Run 1, cells by drive strength:
Scale bar: 10 um.
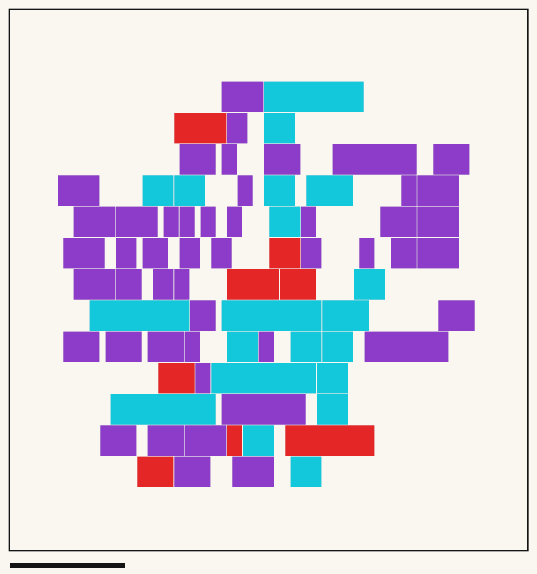
Run 1, placement view:
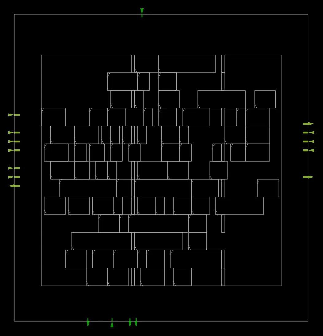
Run 1, metal 1:
Scale bar: 10 um. Supply wires on this layer in gray. Cells faint in the background.
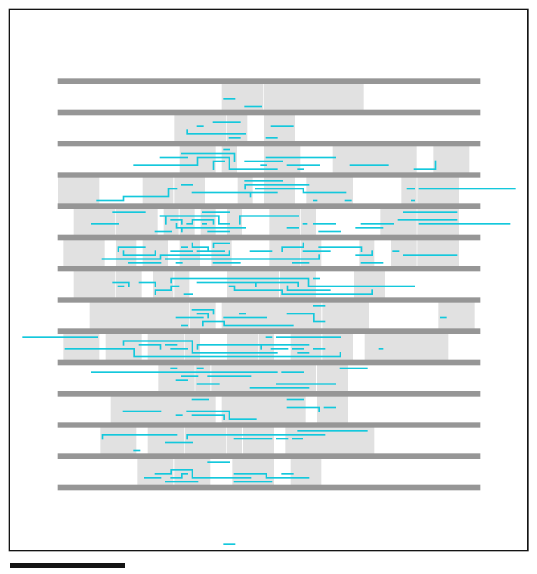
### src/rtl/updown_counter.sv
// updown_counter: parametrised up/down modulo counter with tc pulse, sticky ovf; optional prescaler via COUNTER_PRESCALE_EN
module updown_counter #(
  parameter int WIDTH     = 4,
  parameter int MAX       = (1 << WIDTH) - 1,
  parameter int RESET_VAL = 0,
  parameter int PRESC_W   = 8
) (
  input  logic               clk,
  input  logic               reset,
  input  logic               en,
  input  logic               up,
  input  logic               clear,
  input  logic               load,
  input  logic [WIDTH-1:0]   load_val,
  input  logic               ovf_clr,
`ifdef COUNTER_PRESCALE_EN
  input  logic [PRESC_W-1:0] presc,
`endif
  output logic [WIDTH-1:0]   out,
  output logic               tc,
  output logic               ovf
);
  localparam logic [WIDTH-1:0] top_v = WIDTH'(MAX);
  localparam logic [WIDTH-1:0] rst_v = WIDTH'(RESET_VAL);
  logic tick, at_end, wrap;
  logic [WIDTH-1:0] nxt;
`ifdef COUNTER_PRESCALE_EN
  logic [PRESC_W-1:0] div;
  assign tick = div == presc;
  always_ff @(posedge clk)
    if (reset || clear || load) div <= '0;
    else if (en) div <= tick ? '0 : div + 1'b1;
`else
  assign tick = PRESC_W != 0;
`endif
  assign at_end = up ? out == top_v : out == '0;
  assign wrap = en & tick & at_end & ~clear & ~load;
  assign nxt = at_end ? (up ? '0 : top_v) : (up ? out + 1'b1 : out - 1'b1);
  always_ff @(posedge clk)
    if (reset) begin
      out <= rst_v;
      tc  <= 1'b0;
      ovf <= 1'b0;
    end else begin
      out <= clear ? rst_v : load ? (load_val > top_v ? top_v : load_val) : (en & tick) ? nxt : out;
      tc  <= wrap;
      ovf <= wrap | (ovf & ~ovf_clr);
    end
endmodule

### config.mk
export PLATFORM = sky130hd
export DESIGN_NAME = updown_counter
export DESIGN_NICKNAME = d
export VERILOG_FILES = /design/src/rtl/updown_counter.sv
export SDC_FILE = /design/constraint.sdc
export NUM_CORES = 1
export LEC_CHECK = 0
export CORE_AREA = 4 4 41 43
export DETAILED_ROUTE_END_ITERATION = 10
export DIE_AREA = 0 0 45 47
export PLACE_DENSITY = 0.63
export SLEW_MARGIN = 20
export SYNTH_ARGS = -nofsm -noshare
export SYNTH_HDL_FRONTEND = slang
export SYNTH_SLANG_ARGS = --single-unit
### constraint.sdc
create_clock -name clk -period 1.3 [get_ports clk]
set_clock_uncertainty 0.1 [all_clocks]
set_input_delay 0.195 -clock clk [delete_from_list [all_inputs] [get_ports clk]]
set_output_delay 0.195 -clock clk [all_outputs]
set_load 0.005 [all_outputs]
==> run notes, run 1 <==
Reports from this run.

- The die boundary width reads 45 um.
- Synthesis produced a netlist whose cell count is 49.
- The power in combinational cells is 178 uW.
- The clock transition time at the flip-flop clock pins of the worst setup and hold paths reads 0.05 ns.
- The design draws roughly 560 uW.
- On the final layout, the worst hold slack is 0.368 ns.
- The global routing report lists met3 layer usage as 0.0421.
- CTS added clock buffers totalling 3.
- The number of flip-flops under the largest register name reads 4.
- The fraction of registers with async set or reset after synthesis is 0.
- The post-synthesis share of cell area spent on and, or, nand and nor gates reads 0.291.
- The share of the synthesized area in the top cell type reads 0.297.
- The largest net degree at the start of global routing is 7.
- The stat command in Yosys gives a chip area of about 400 sq um.
- The TritonCTS clock tree reads yes.
- The tree is rooted in a sky130_fd_sc_hd__clkbuf_4.
- The total global routing track utilization is 0.123.
- The fraction of final layout cells with drive strength greater than 1 is 0.368.
- The reported clock group power is 177 uW.
- After synthesis, the cell types taking the most area are sky130_fd_sc_hd__dfxtp_1 (30%), sky130_fd_sc_hd__nor2_1 (6.5%), sky130_fd_sc_hd__ha_1 (6.2%).
- After detailed routing, the number of vias per cell comes to 4.92.
- The met1 routing resource usage after global routing is 0.128.
- The detailed-route DRC error count reads 0.
- The most common logic cell in the routed design reads sky130_fd_sc_hd__buf_4.
- In the final timing run, aggregate negative setup slack is -0.568 ns.
- The biggest area consumer among cell classes reads combinational gates.
- The total placed instance area reads 642 sq um.
- The critical path depth in cells is 4.
- The total number of yosys warnings is 0.
- The largest register by flop count reads out.
- The largest family of logic cells by area reads simple AND/OR/NAND/NOR gates.
- Per the synth stats, the flop cell with the highest instance count is sky130_fd_sc_hd__dfxtp_1.
- The vias after detailed routing is roughly 450.
- The critical-path maximum fanout is 4.
- Measured on the final layout, the clock distribution area share stands at 0.0315.
- The logic share of the area is 0.420.
- The critical path start-end classification reads reg2reg.
- After detailed routing, the average wire length per cell comes to around 13 um.
- The post-cts repair resize count is 16.
- The total placed cells including tap cells is 87.
- The highest-delay cell along the critical path is sky130_fd_sc_hd__or4_4.
- Looking at the clock tree report, the maximum root-to-sink buffer count equals 2.
- The floorplan report lists the tap cell count as 15.
- The worst path required time reads 1.35 ns.
- The cell-internal power is 399 uW.
- The dominant power group is sequential cells.
- In this run the remaining antenna-violating nets after routing total 0.
- The last element of the critical path reads out[2]$_SDFFE_PP0P_.
- The non-clock inverters instantiated in the layout total 3.
- The worst hold endpoint reads ovf$_SDFF_PP0_.
- The complex-gate fraction of the synthesized area is 0.158.
- The sequential cell area fraction in the yosys report reads 0.297.
- Power spread over the standard cell area amounts to 779 mW/mm^2.
- The most area-hungry cell type in the Yosys netlist is sky130_fd_sc_hd__dfxtp_1.
- The leakage power is a little over 0.0003 uW.
- The class of the tightest hold or removal check is reg2reg.
- The hold buffer count at CTS is 0.
- The part of the total power dissipated in the clock network reads 0.318.
- The critical path's largest stage delay is 0.54 ns.
- The detailed router reports a met2 wire length of 567 um.
- The sequential group share of total power is 0.363.
- The largest registers in the layout are out (4), ovf (1), tc (1).
- The fraction of area in registers reads 0.186.
- The fraction of synthesized area in multiplexers reads 0.
- Per the synthesis report, the adder-cell share of the synthesized area is 0.111.
- The number of flip-flops and latches in the synthesized netlist reads 6.
- The global-route wire length before repair reads roughly 1800 um.
- met2 is the most crowded layer.
- The number of global-route vias before repair was 434.
- The OpenROAD report gives the critical path a data arrival time of 1.52 ns.
- Across all setup checks in the final design, the least slack found is -0.162 ns.
- The count of buffers from port buffering reads 16.
- The chip occupies about 0.0021 sq mm.
- The power in sequential cells is 202 uW.
- Yosys reports that the most numerous cell types are sky130_fd_sc_hd__nor2_1 (7), sky130_fd_sc_hd__dfxtp_1 (6), sky130_fd_sc_hd__a21oi_1 (4), sky130_fd_sc_hd__nand2_1 (4), sky130_fd_sc_hd__inv_1 (3).
- The max-slew violation count reads 0.
- The area growth from synthesis to layout is 76.8%.
- The vertical die size reads about 47 um.
- The finished layout reports a core utilization of 0.549.
- The initial antenna violation count reads 0.
- The clock buffer count is 3.
- The source of the critical timing path is out[0]$_SDFFE_PP0P_.
- The worst min-delay path startpoint is ovf$_SDFF_PP0_.
- The placement-stage worst setup slack is -0.598 ns.
- Leaving out the clock tree, the finished layout contains a buffer count of 26.
- The worst reg-to-reg setup slack is -0.16 ns.
- The normalized max-slew margin reads 0.847.
- The I/O pin count reads 17.
- The checks that failed: setup timing.
- The number of hold violations in the final report is 0.
- The multi-input logic cell count is 38.
- The final cell area excluding filler cells is 714 sq um.
- The tally of unique sky130hd cells used after synthesis reads 24.
- The reg-to-reg endpoint is out[2]$_SDFFE_PP0P_.
- The share of power burned in combinational logic reads 0.319.
- In this run the VDD rail shows a maximum IR drop of around 0.4 mV.
- Routability-driven placement finished with a final weighted congestion of ~0.76.
- The run finished, with violations left.
- The most common cell in the synthesized netlist is sky130_fd_sc_hd__nor2_1.
- The post-CTS setup buffer count reads 0.
- STA classifies the critical path endpoint as a flip-flop.
- The tool flagged a number of max-cap violations equal to 0.
- The number of warning messages in the logs reads 29.
- The library cells used most frequently in the layout, excluding fill and tap cells, are sky130_fd_sc_hd__buf_4 (10), sky130_fd_sc_hd__clkdlybuf4s50_1 (9), sky130_fd_sc_hd__nor2_1 (7).
- The finished design was reported to have a net count of 92.
- Synthesis produced a netlist with a net count of 63.
- The fraction of area in non-clock buffers reads 0.320.
- The antenna cell count reads 0.
- The number of sinks driven by the clock tree is 6.
- Setup repair after global routing could not meet its margin everywhere.
- The gate family responsible for the most delay along the worst path reads simple AND/OR/NAND/NOR gates.
- Detailed placement ended at an HPWL of about 800 um.
- The category of the worst setup path launch point reads a flip-flop.
- The count of placed standard cells in the final layout, fillers left out is between 90 and 100.
- The number of H-tree levels is 1.
- The xor/xnor cell area share of the yosys netlist reads 0.0867.
- STA shows the worst reg2reg path with a cell count of 4.
- The fraction of power spent switching nets reads 0.284.
- The uppermost metal layer occupied by signal nets reads met4.
- For this run, the final setup violation count is recorded as 5.
- The reg-to-reg startpoint reads out[0]$_SDFFE_PP0P_.
- The power spent charging and discharging nets reads 158 uW.
- The maximum frequency from static timing analysis is around 680 MHz.
- The row count is 13.
- The global routing met2 resource utilization reads 0.198.
- The number of enable flip-flop cells reads 0.
- The iteration tally of the first detailed-router pass reads 4.
- The detailed router put a total of 500 um of wire on met1.
- The number of buffer and inverter instances along the worst setup path is 0.
- The later pin in the worst-skew pair is clocked with a latency of 0.24 ns.
- Summed over all layers, the routed wires come to 1180 um.
- The aggregate global routing overflow is 0.
- The shortest clock period the worst path allows after layout reads 1.46 ns.
- The post-synth design cell area reads 404 sq um.
- The post-synthesis cell count from yosys reads between 40 and 50.
Back to the opening pictures, 'cells by drive strength':
| size | color | cells | share | most used |
|---|---|---|---|---|
| drive 3 to 4 | cyan | 20 | 26% | buf_4 |
| drive 1 or less | purple | 48 | 63% | clkdlybuf4s50_1 |
| drive 2 | red | 8 | 11% | a211oi_2 |

Back to the opening pictures, 'placement view':
total core area: 0.00130 sq mm
Filler Cells Inserted: 136

Back to the opening pictures, 'metal 1':
longest straight run: 17.9 um
main direction: horizontal
nets with wire on the layer: 78
wire length on this layer: 501 um
share of all routed wire: 42%

==> inputs of run 2 (changes only) <==
--- a/config.mk
+++ b/config.mk
@@ -6,6 +6,7 @@
 export NUM_CORES = 1
 export LEC_CHECK = 0
 export CORE_AREA = 4 4 41 43
+export CTS_CLUSTER_DIAMETER = 100
 export DETAILED_ROUTE_END_ITERATION = 10
 export DIE_AREA = 0 0 45 47
 export PLACE_DENSITY = 0.63
Run 2, cells by drive strength:
Scale bar: 10 um.
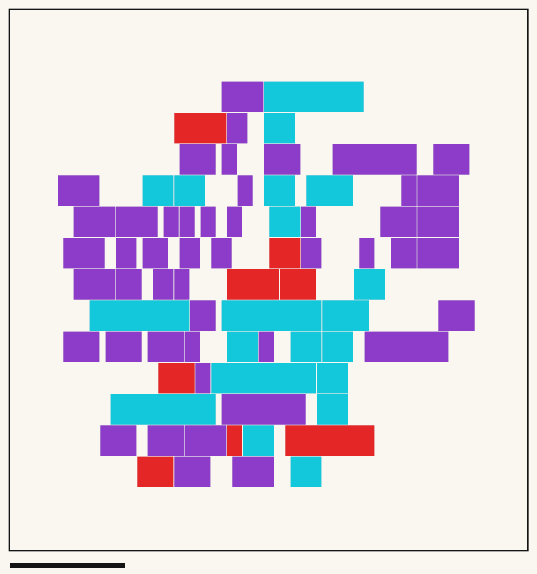
| size | color | cells | share | most used |
|---|---|---|---|---|
| drive 1 or less | purple | 48 | 63% | clkdlybuf4s50_1 |
| drive 2 | red | 8 | 11% | a211oi_2 |
| drive 3 to 4 | cyan | 20 | 26% | buf_4 |

==> run 2 against run 1 <==
  * The run still ends with setup timing left
  * Global-route usage unchanged
  * Sequential share of layout area unchanged
  * Sequential power about the same
  * Largest cell class unchanged
  * Final cell count unchanged
  * Area after synthesis unchanged
  * Non-clock buffer count unchanged
  * First-iteration DRC count unchanged
  * Register-to-register slack about the same
  * Clock power about the same
  * Flip-flop count unchanged
==> run notes, run 2 <==
Reports from this run.

- The number of sinks driven by the clock tree is 6.
- Compared with the post-synthesis result, the final layout area differs by 76.8%.
- Once the clock tree was built, the setup fixing pass inserted 0 buffers.
- The number of buffers and inverters on the critical path is 0.
- The fraction of power spent switching nets is 0.284.
- The die area is between 0.002 and 0.0025 sq mm.
- The worst path required time reads 1.35 ns.
- The most common cell in the synthesized netlist is sky130_fd_sc_hd__nor2_1.
- The normalized max-slew margin is 0.847.
- The total global routing track utilization is 0.123.
- The gate count of the mapped netlist is roughly 50.
- During I/O placement, the number of pins put on the boundary was 17.
- The clock reaches the later pin of the worst-skew pair after around 0.24 ns.
- The detailed router reports a met2 wire length of 567 um.
- The total cell area reported by yosys after synthesis is between 400 and 500 sq um.
- The clock passes through at most 2 buffers.
- The maximum frequency from static timing analysis reads 684 MHz.
- The total placed cells including tap cells is between 80 and 90.
- TritonCTS built the clock tree.
- The final tally of setup violations is 5.
- After the last flow step, the layout net total stands at 92.
- Per the OpenROAD timing report, the critical path contains 4 cells.
- Looking at the critical path, the highest net fanout was 4.
- By instance count after routing, the leading logic cell types are sky130_fd_sc_hd__buf_4 (10), sky130_fd_sc_hd__clkdlybuf4s50_1 (9), sky130_fd_sc_hd__nor2_1 (7).
- Looking at the area split, the leading class of cells is combinational gates.
- The worst register-to-register path begins at out[0]$_SDFFE_PP0P_.
- The number of flip-flops and latches in the synthesized netlist is 6.
- The worst register-to-register path has a setup slack of -0.16 ns.
- The clock buffer count reads 3.
- During synthesis, Yosys emitted a total of 0 warnings.
- The count of inverters not on the clock network in the layout reads 3.
- The met3 track demand over resource is 0.0421.
- Per the detailed-route log, wirelength across all metal layers totals 1180 um.
- The area fraction of the largest cell type after synthesis is 0.297.
- The post-detailed-route via-to-cell ratio is 4.92.
- The share of power burned in combinational logic is 0.319.
- The count of buffers from port buffering is 16.
- The number of flip-flops under the largest register name is 4.
- The run reported a max-capacitance violation count of 0.
- The met1 routing resource usage after global routing is 0.128.
- Synthesis instantiated 24 different standard cells from the library.
- The run finished, with violations left.
- The critical path in this run is classified as reg2reg.
- The logic share of the area is 0.420.
- The number of inserted filler cells in the final layout is 136.
- The cell type that accounts for the most area after synthesis is sky130_fd_sc_hd__dfxtp_1.
- The checks that failed: setup timing.
- The main area contributors are sky130_fd_sc_hd__dfxtp_1 (30%), sky130_fd_sc_hd__nor2_1 (6.5%), sky130_fd_sc_hd__ha_1 (6.2%).
- The fraction of registers with async set or reset after synthesis reads 0.
- The kind of end point of the critical path is a flip-flop.
- The largest family of logic cells by area reads simple AND/OR/NAND/NOR gates.
- The max-slew violation count is 0.
- After detailed routing, the wire length on met1 is 500 um.
- The final report gives the core utilization as 0.549.
- The cell-mix breakdown from Yosys lists the adder-cell area share as 0.111.
- The largest net degree at the start of global routing is 7.
- The xor/xnor cell area share of the yosys netlist reads 0.0867.
- Setup repair after global routing could not meet its margin everywhere.
- The critical path's largest stage delay reads 0.54 ns.
- The number of warning messages in the logs is 29.
- The post-cts repair resize count is 16.
- The most common logic cell in the routed design reads sky130_fd_sc_hd__buf_4.
- The dominant power group reads sequential cells.
- The shortest clock period the worst path allows after layout reads 1.46 ns.
- Among cell families on the critical path, the largest total delay comes from simple AND/OR/NAND/NOR gates.
- The clock network power reported by the tool is 177 uW.
- The number of buffers inserted during clock tree synthesis reads 3.
- The worst setup slack after layout reads -0.162 ns.
- The category of the worst setup path launch point reads a flip-flop.
- The detailed-route DRC error count is 0.
- The routed layout has 448 vias.
- Summed over all layers, the global routing overflow is 0.
Run 2, placement view:
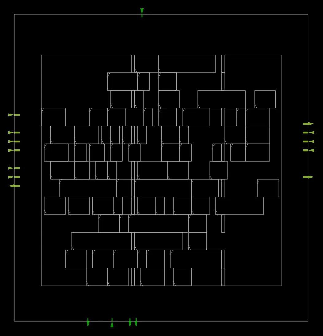
sequential cell count: 6
row count: 13
share of the final layout cell area in sequential cells: 0.186
number of tap cells added at floorplan: 15

Run 2, metal 1:
Scale bar: 10 um. Supply wires on this layer in gray. Cells faint in the background.
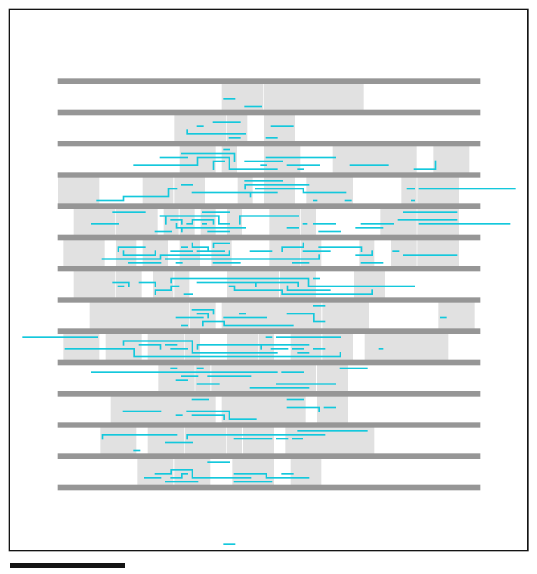

==> inputs of run 3 (changes only) <==
--- a/config.mk
+++ b/config.mk
@@ -9,7 +9,7 @@
 export CTS_CLUSTER_DIAMETER = 100
 export DETAILED_ROUTE_END_ITERATION = 10
 export DIE_AREA = 0 0 45 47
-export PLACE_DENSITY = 0.63
+export DONT_BUFFER_PORTS = 1
 export SLEW_MARGIN = 20
 export SYNTH_ARGS = -nofsm -noshare
 export SYNTH_HDL_FRONTEND = slang
Run 3, metal 1:
Scale bar: 10 um. Supply wires on this layer in gray. Cells faint in the background.
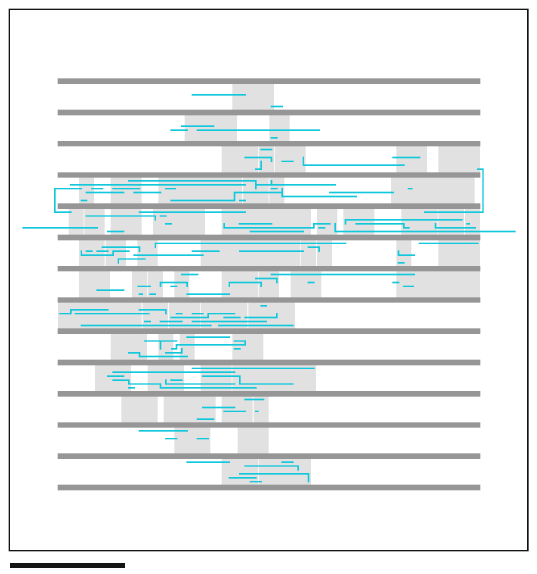
main direction: horizontal
share of all routed wire: 46%
longest straight run: 16.6 um
nets with wire on the layer: 69
via count: 373
global routing usage on met1: 0.133
drt total wl: 963 um

Run 3, placement view:
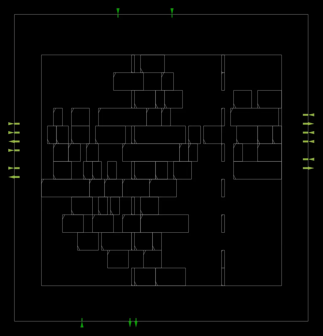
final cell count without fillers: 76
share of the final layout cell area in sequential cells: 0.230
final design utilization: 0.417

==> run 3 against run 2 <==
  * The run still ends with setup timing left
  * Critical path type unchanged
  * First-iteration DRC count increased by 33%
  * Routed wire length decreased by 19%
  * Global-route usage decreased by 1.8 points
  * Largest power group unchanged
  * Sequential share of layout area increased by 4.5 points
  * Synthesized cell count unchanged
  * Die area unchanged
==> run notes, run 3 <==
Reports from this run.

- The fraction of power spent switching nets is 0.269.
- The OpenROAD report gives the critical path a data arrival time of roughly 1.5 ns.
- Clock tree synthesis inserted a total of 3 buffers.
- The final cell area excluding filler cells is 543 sq um.
- The power per standard cell area is 919 mW/mm^2.
- The power spent charging and discharging nets is ~130 uW.
- The first TritonRoute pass finished after 2 iterations.
- The aggregate global routing overflow reads 0.
- 0 antenna diodes ended up in the layout.
- The worst supply voltage drop on vdd is 0.531 mV.
- STA classifies the critical path endpoint as a flip-flop.
- The clock network consumes a total of approximately 180 uW.
- The reg-to-reg endpoint is out[1]$_SDFFE_PP0P_.
- OpenSTA, run right after detailed placement, puts the worst setup slack at -0.140 ns.
- The power in sequential cells reads between 200 and 250 uW.
- Per Yosys stat, the portion of area used by sequential elements is 0.297.
- The area fraction of the largest cell type after synthesis is 0.297.
- Once placement finished, the instance area stood at 474 sq um.
- The number of flip-flops and latches in the synthesized netlist reads 6.
- The final layout report lists a filler cell count of roughly 140.
- The floorplan report lists the tap cell count as 15.
- The worst setup slack after layout reads -0.116 ns.
- The initial antenna violation count reads 0.
- The most common flop cell mapped by yosys reads sky130_fd_sc_hd__dfxtp_1.
- The flow ran to the end, but the final reports show violations.
- 17 I/O pins were placed.
- The most critical hold endpoint after final layout shows a slack of 0.00685 ns.
- The post-cts repair resize count is 2.
- The xor/xnor cell area share of the yosys netlist is 0.0867.
- The number of warning messages in the logs reads 29.
- The synthesis-to-layout area growth is 34.4%.
- For reference, the mux area share after synthesis is 0.
- The largest single stage delay on the critical path is 0.54 ns.
- The power in combinational cells is ~120 uW.
- The logic share of the area reads 0.507.
- The overall power is between 400 and 500 uW.
- The number of enable flip-flop cells reads 0.
- The hold buffer count at CTS reads 3.
- The row count is 13.
- Per the finish-stage timing summary, setup violations number 5.
- In the post-synthesis netlist, the biggest area contributors are sky130_fd_sc_hd__dfxtp_1 (30%), sky130_fd_sc_hd__nor2_1 (6.5%), sky130_fd_sc_hd__ha_1 (6.2%).
- The clock buffer count is 3.
- The detailed-route DRC error count is 0.
- TritonCTS built the clock tree.
- The vertical die size reads between 40 and 50 um.
- In this run the deepest clock path goes through 2 buffers.
- The smallest clock period supported by the final layout is computed as 1.42 ns.
- The top cell type in the final layout, fill and taps aside, is sky130_fd_sc_hd__buf_4.
- The cell-internal power is roughly 360 uW.
- The worst reg-to-reg setup slack is -0.12 ns.
- The worst hold endpoint is out[0]$_SDFFE_PP0P_.
- The fraction of final layout cells with drive strength greater than 1 is 0.344.
- Per the OpenROAD floorplan log, the area of the core is 0.00130 sq mm.
- The cell-mix breakdown from Yosys lists the compound-gate area share as 0.158.
- The largest family of logic cells by area reads simple AND/OR/NAND/NOR gates.
- The total placed cells including tap cells reads 70.
- In this run the most critical hold path is launched from load_val[0].
- The chip occupies 0.00212 sq mm.
- The registers reported with the highest flop counts are out (4), ovf (1), tc (1).
- The max-slew violation count is 0.
- The number of H-tree levels is 1.
- The worst path required time reads 1.36 ns.
- The tree built by TritonCTS fans out to 6 sinks.
- The share of power burned in combinational logic is 0.245.
- The most common cell in the synthesized netlist reads sky130_fd_sc_hd__nor2_1.
- The relative area of clock buffers and inverters in the final design reads 0.0415.
- The cell depth of the worst flop-to-flop path is 4.
- Detailed placement finished with a half-perimeter wire length of 740 um.
- The warning tally printed by Yosys for this design is 0.
- The clock transition time at the flip-flop clock pins of the worst setup and hold paths reads 0.05 ns.
- The total global routing track utilization reads 0.105.
- The fraction of area in non-clock buffers is 0.166.
- In the Yosys report the total cell count is about 49.
- Setup repair after global routing could not meet its margin everywhere.
- met3 track demand over resource after global routing is 0.0766.
- The post-detailed-route via-to-cell ratio is 4.91.
- The number of global-route vias before repair came to around 370.
- The number of buffer and inverter instances along the worst setup path reads 0.
- The sequential group share of total power is 0.404.
- According to the timing report, the critical path is launched from out[0]$_SDFFE_PP0P_.
- The critical path start-end classification reads reg2reg.
- The largest net degree at the start of global routing reads 10.
- Port buffering added 0 buffers.
- The uppermost metal layer occupied by signal nets reads met3.
- The critical-path maximum fanout reads 4.
- The class of the tightest hold or removal check reads in2reg.
- On met2, the global router reports a usage of 0.153.
- The global-route wire length before repair is 1550 um.
- The final sequential cell count is 6.
- The most heavily used metal layer in global routing reads met2.
- The checks that failed: setup timing.
- The dominant power group is sequential cells.
- For this run, the top clock speed supported by timing is just over 700 MHz.

==> notes/layouts.md <==
Pictures saved along the way, in no particular order.

Routed metal per tile.
Scale bar: 10 um. 9 x 9 tiles, from dark purple (low) to yellow (high), scaled to the fullest tile. Values are wire area over tile area, all layers added.
(a)
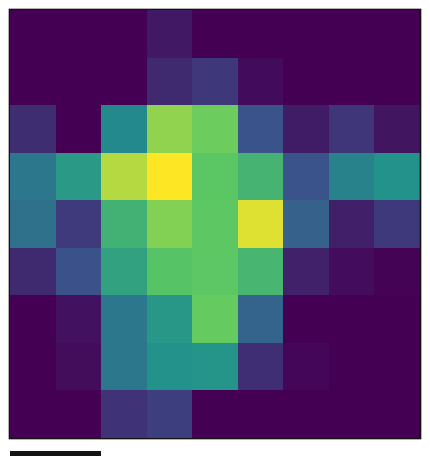
(b)
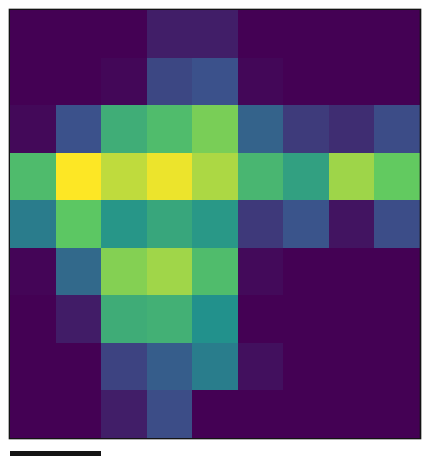
| from | picture |
|---|---|
| run 1 | (a) |
| run 3 | (b) |

Power is estimated from default activity; no workload was simulated.
